`config.mk`:
```
export PLATFORM = sky130hd
export DESIGN_NAME = div_sequencer
export DESIGN_NICKNAME = d
export VERILOG_FILES = /design/src/rtl/div_sequencer.sv
export SDC_FILE = /design/constraint.sdc
export NUM_CORES = 1
export LEC_CHECK = 0
export ABC_AREA = 1
export CAP_MARGIN = 15
export CORE_ASPECT_RATIO = 1.2
export CORE_MARGIN = 2
export CORE_UTILIZATION = 52
export CTS_CLUSTER_DIAMETER = 80
export DETAILED_ROUTE_END_ITERATION = 10
export HOLD_SLACK_MARGIN = 0.15
export PLACE_DENSITY = 0.77
export SETUP_SLACK_MARGIN = 0.02
export SYNTH_ARGS = -nofsm -noshare
export SYNTH_HDL_FRONTEND = slang
export SYNTH_SLANG_ARGS = --single-unit
export TNS_END_PERCENT = 20
```
`constraint.sdc`:
```
create_clock -name clk -period 5.5 [get_ports clk]
set_clock_uncertainty 0.15 [all_clocks]
set_input_delay 1.65 -clock clk [delete_from_list [all_inputs] [get_ports clk]]
set_output_delay 1.65 -clock clk [all_outputs]
set_load 0.01 [all_outputs]
```
`src/rtl/div_sequencer.sv`:
```
// div_sequencer: RV32M divide-unit controller around an unsigned radix-16
// divider core. Accepts DIV/DIVU/REM/REMU, hands unsigned magnitudes to the
// core, resolves special cases and one-entry cache hits locally, and returns
// the sign-corrected result.
//
// Ports:
//   clk, reset       clock, synchronous active-high reset
//   flush            kill the in-flight or pending request (no response)
//   req_valid/ready  request handshake; req_op 0=DIV 1=DIVU 2=REM 3=REMU
//   req_a, req_b     dividend (rs1), divisor (rs2)
//   resp_valid/ready response handshake; resp_data quotient or remainder
//   core_en          start pulse to the core
//   core_dividend/divisor  unsigned magnitudes, held through LAUNCH
//   core_ready       core idle
//   core_q, core_r   core results, valid only while core_vout is high
//   core_vout        one-cycle completion pulse
module div_sequencer #(
  parameter int unsigned WIDTH = 32
) (
  input  logic             clk,
  input  logic             reset,
  input  logic             flush,
  input  logic             req_valid,
  output logic             req_ready,
  input  logic [1:0]       req_op,
  input  logic [WIDTH-1:0] req_a,
  input  logic [WIDTH-1:0] req_b,
  output logic             resp_valid,
  input  logic             resp_ready,
  output logic [WIDTH-1:0] resp_data,
  output logic             core_en,
  output logic [WIDTH-1:0] core_dividend,
  output logic [WIDTH-1:0] core_divisor,
  input  logic             core_ready,
  input  logic [WIDTH-1:0] core_q,
  input  logic [WIDTH-1:0] core_r,
  input  logic             core_vout
);

  typedef enum logic [2:0] {IDLE, LAUNCH, WAIT, FIX, RESP, DRAIN} state_t;
  state_t state;

  localparam logic [WIDTH-1:0] MIN_VAL = {1'b1, {(WIDTH-1){1'b0}}};

  // Captured request
  logic [WIDTH-1:0] a_reg, b_reg;
  logic             op_signed, op_rem;
  // Raw core results
  logic [WIDTH-1:0] raw_q, raw_r;
  // One-entry result cache
  logic             cache_valid, cache_signed;
  logic [WIDTH-1:0] cache_a, cache_b, cache_q, cache_r;

  // Accept-time decode
  logic             req_signed, req_rem, special, hit;
  logic [WIDTH-1:0] a_mag, b_mag, sp_q, sp_r, fast_data;
  // Sign-corrected core results
  logic [WIDTH-1:0] q_fix, r_fix;

  always_comb begin
    req_signed = ~req_op[0];
    req_rem    = req_op[1];
    a_mag      = (req_signed && req_a[WIDTH-1]) ? -req_a : req_a;
    b_mag      = (req_signed && req_b[WIDTH-1]) ? -req_b : req_b;
    special    = 1'b1;
    sp_q       = '0;
    sp_r       = '0;
    if (req_b == '0) begin
      sp_q = '1;
      sp_r = req_a;
    end else if (req_signed && req_a == MIN_VAL && req_b == '1) begin
      sp_q = MIN_VAL;
    end else if (a_mag == '0) begin
      // zero dividend must never reach the core's leading-one detector
      sp_q = '0;
    end else begin
      special = 1'b0;
    end
    hit = cache_valid && (req_a == cache_a) && (req_b == cache_b) &&
          (req_signed == cache_signed) && !special;
    if (special)
      fast_data = req_rem ? sp_r : sp_q;
    else
      fast_data = req_rem ? cache_r : cache_q;
  end

  always_comb begin
    q_fix = (op_signed && (a_reg[WIDTH-1] ^ b_reg[WIDTH-1])) ? -raw_q : raw_q;
    r_fix = (op_signed && a_reg[WIDTH-1]) ? -raw_r : raw_r;
  end

  // Decoded from state so the start pulse can never fire against a busy core
  // or in the same cycle a flush retires the request.
  assign req_ready = (state == IDLE) && !flush;
  assign core_en   = (state == LAUNCH) && core_ready && !flush;

  always_ff @(posedge clk) begin
    if (reset) begin
      state         <= IDLE;
      resp_valid    <= 1'b0;
      resp_data     <= '0;
      core_dividend <= '0;
      core_divisor  <= '0;
      a_reg         <= '0;
      b_reg         <= '0;
      op_signed     <= 1'b0;
      op_rem        <= 1'b0;
      raw_q         <= '0;
      raw_r         <= '0;
      cache_valid   <= 1'b0;
      cache_signed  <= 1'b0;
      cache_a       <= '0;
      cache_b       <= '0;
      cache_q       <= '0;
      cache_r       <= '0;
    end else begin
      case (state)
        IDLE: begin
          if (!flush && req_valid) begin
            a_reg         <= req_a;
            b_reg         <= req_b;
            op_signed     <= req_signed;
            op_rem        <= req_rem;
            core_dividend <= a_mag;
            core_divisor  <= b_mag;
            if (special || hit) begin
              resp_data  <= fast_data;
              resp_valid <= 1'b1;
              state      <= RESP;
            end else begin
              state <= LAUNCH;
            end
          end
        end
        LAUNCH: begin
          if (flush)           state <= IDLE;
          else if (core_ready) state <= WAIT;
        end
        WAIT: begin
          // the core keeps shifting after core_vout, so grab results now
          if (core_vout) begin
            raw_q <= core_q;
            raw_r <= core_r;
            state <= flush ? IDLE : FIX;
          end else if (flush) begin
            state <= DRAIN;
          end
        end
        FIX: begin
          if (flush) begin
            state <= IDLE;
          end else begin
            cache_valid  <= 1'b1;
            cache_signed <= op_signed;
            cache_a      <= a_reg;
            cache_b      <= b_reg;
            cache_q      <= q_fix;
            cache_r      <= r_fix;
            resp_data    <= op_rem ? r_fix : q_fix;
            resp_valid   <= 1'b1;
            state        <= RESP;
          end
        end
        RESP: begin
          if (flush || resp_ready) begin
            resp_valid <= 1'b0;
            state      <= IDLE;
          end
        end
        DRAIN: begin
          if (core_vout) state <= IDLE;
        end
        default: state <= IDLE;
      endcase
    end
  end

endmodule

```
m1.png
Drawn at 2 px/um. Supply wires on this layer in gray.
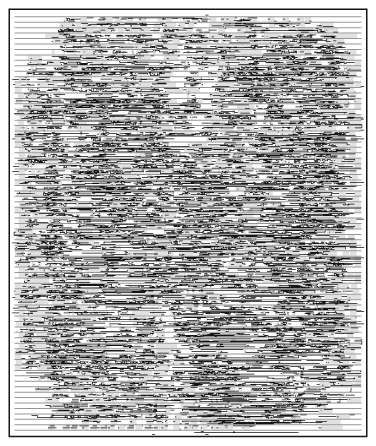
wire length on this layer: 25.4 mm
nets with wire on the layer: 2969
main direction: horizontal
longest straight run: 68.5 um

==> deck_impl_summary.md <==
Implementation Results

Layout
  – Share of final-layout standard cells stronger than drive strength 1: 0.0480
  – Count of multi-input gates: 2020
  – Post-Layout Cell Count: 3554
  – Combinational share of cell area: 0.422
  – Sequential share of cell area: 0.311
  – Commonest cells after routing, fill and taps aside: sky130_fd_sc_hd__nand2_1, sky130_fd_sc_hd__nor2_1, sky130_fd_sc_hd__dfxtp_1
  – Clock distribution area overhead in the final layout: 0.0647
  – Sequential cell area: 7170 sq um
  – Filler cells: 3282
  – Layout Nets: 3199
  – Number of ordinary and repair buffers in the finished layout: 278
  – Area added between synthesis and finish: 21.8%
  – Fraction of cell area in non-clock buffers: 0.118
  – Antenna cell count: 0
  – Inverter tally of the final layout excluding the clock network: 359
  – Finished Cell Area: 23000 sq um
  – Number of flip-flops and latches: 358
  – # clk buffers: 48
  – Core Util, Final: 0.642

Global routing
  – Pin count of the biggest net entering global routing: 144
  – Antenna violations before repair: 0
  – Number of global-route vias before repair: 18854
  – All-layer global routing usage: 0.354
  – Aggregate global routing overflow: 0
  – Met2 usage in global routing: 0.611
  – M3 GR Usage: 0.0459
  – Met1 GRT Util: 0.409
  – Most congested layer reported by global routing: met2
  – First-pass GRT wire length: ~100000 um

Critical path
  – Standard cell with the maximum stage delay on the critical path: sky130_fd_sc_hd__clkdlybuf4s50_1
  – Buffers and inverters on the worst path: 3
  – R2R Path End: resp_data[29]$_SDFFE_PP0P_
  – Instance count on the critical path: 5
  – Worst Setup Path Type: input pin to primary output
  – Cell family with most CP delay: buffers and inverters
  – CP Capture Point: req_ready
  – Maximum cell stage delay along the critical path: 0.59 ns
  – Critical path startpoint category: input pin
  – Crit path launch: flush
  – Critical path cell sequence: clkdlybuf4s50_1, nor2_1, inv_1, nor2_1, clkdlybuf4s50_1
  – Top fanout value on the critical path: 3
  – Number of cell instances on the worst register-to-register path: 10
  – Source of the worst register-to-register timing path: state[2]$_SDFFE_PP0P_
  – Kind of capture point of the worst setup path: primary output
  – Data required time of the worst path: 3.70 ns

Detailed routing
  – Number of iterations in the first detailed-routing pass: 6
  – Detail Route met2 WL: approximately 33000 um
  – Post-detailed-route count of antenna-violating nets: 0
  – Overall via count from detail_route: 19993
  – Wire length the detailed router placed on met1: 25400 um
  – Uppermost routed layer: met4
  – Via count normalized by instance count: around 5.6
  – Average wire per cell in the routed design: roughly 19 um
  – Metal3 WL: 4560 um
  – Post-route DRC violation count: 0
  – Post-detailed-routing wire length: 67900 um

Placed design
  – Port Buffers: 235
  – Final GP Congestion: 0.963
  – Placed Cells: about 3500
  – Placement Setup Slack: between 0.3 and 0.4 ns
  – Final HPWL DP: 49100 um

Clocking
  – Clock transition at path regs: 0.06 ns
  – TritonCTS clock tree: done
  – Number of hold-repair buffers added at the cts stage: 0
  – Clock tree sinks: between 300 and 400
  – CTS Buffer Depth: 3
  – Number of gates resized after CTS: 0
  – Root Buffer: sky130_fd_sc_hd__clkbuf_16
  – Clock Latency Late Sink: around 0.56 ns
  – Total CTS buffers: 39
  – Post-CTS Setup Inserts: 0

Hold path
  – Cell count of the worst hold path: 2
  – Type of the worst min-delay path: register to register
  – Hold_sp: core_divisor[31]$_SDFFE_PP0P_
  – End point of the most critical hold path: core_divisor[31]$_SDFFE_PP0P_

Flow run
  – Reported max-cap violation count: 0
  – OpenROAD warning count: 32

Pwr
  – Net switching power: 1.78 mW
  – Net switching fraction of the power: 0.263
  – Power density over the cells: 293 nW/um^2
  – Power Internal: 4.98 mW
  – Main power-consuming group: clock
  – Part of the total power dissipated in the clock network: 0.453
  – P_comb: between 0.9 and 1 mW
  – Share of total power in combinational logic: 0.139
  – Leak pwr: approximately 10 nW
  – Sequential cell power: around 2.8 mW
  – Power dissipated in the clock network: 3.06 mW
  – Sequential share of power: 0.408
  – Largest voltage drop on the vdd net: 0.215 mV
  – Overall power after layout: 6.76 mW

Logic synthesis
  – Syn_area_per_cell: 6.50 sq um
  – Syn Inst Count: 2907
  – Leading register cell type out of synthesis: sky130_fd_sc_hd__dfxtp_1
  – Netlist area before placement: around 19000 sq um
  – Post-synth EDFFs: 0
  – Leading cell type by number of instances after synthesis: sky130_fd_sc_hd__nand2_1
  – Post-Synth AOI/OAI Area: 0.199
  – Synth Register Bits: 358
  – Simple-Gate Area Share: 0.275
  – Synthesized-area fraction occupied by xor and xnor cells: 0.0343
  – FFs w/ async S/R, synth: 0
  – Area reported by Yosys stat: approximately 19000 sq um
  – Post-synth top cells: sky130_fd_sc_hd__nand2_1, sky130_fd_sc_hd__nor2_1, sky130_fd_sc_hd__dfxtp_1, sky130_fd_sc_hd__inv_1, sky130_fd_sc_hd__o21ai_0
  – Yosys cell types: 47
  – Largest family of logic cells by area: simple AND/OR/NAND/NOR gates
  – Adder-cell share of the synthesized area: 0.00397
  – Cells in synth_stat.txt: 2907
  – Top cells by area in the synthesized netlist: sky130_fd_sc_hd__dfxtp_1, sky130_fd_sc_hd__nand2_1, sky130_fd_sc_hd__o21ai_0
  – Warnings, synthesis: 0
  – Proportion of synthesized chip area in sequential cells: 0.379
  – Multiplexer share of the synthesized area: 0
  – Largest area contributor in the synthesized netlist: sky130_fd_sc_hd__dfxtp_1
  – Syn nets: between 3000 and 4000

Final timing
  – Number of setup violations in the final report: 0
  – Hold violation count in the final report: 0
  – Tcrit/Tclk final: 0.896
  – Final hold slack: approximately 0.31 ns
  – Setup TNS: 0 ns
  – Max Transition Viols Final: 0
  – Setup repair after global routing missed its margin: false
  – Crit path time final: 4.93 ns
  – Slew at the pin closest to its max-slew limit: around 1.1 ns
  – Max Clk Rate: about 200 MHz

Die
  – Die X: 178 um
  – Core Util at FP: 0.527
  – Number of primary I/O pins: 236
  – Well-tap cell count: roughly 470
  – Area of the core: 35800 sq um
  – Die y size: approximately 210 um
  – Row count: ~76
  – Die area: 37900 sq um

Outcome
  – Status: finished clean
class_map.png
Drawn at 2 px/um.
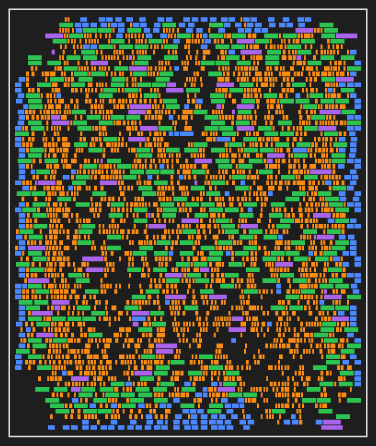
legend:
  purple:
    class: clock drivers and dummy loads
    cells: 71
    share_of_their_area: 6.6%
  orange:
    class: remaining logic cells
    cells: 2379
    share_of_their_area: 49%
  blue:
    class: remaining buffers and delay cells
    cells: 278
    share_of_their_area: 12%
  green:
    class: sequential cells
    cells: 358
    share_of_their_area: 32%

No activity file was given, so power comes from the tool's default toggle rates.
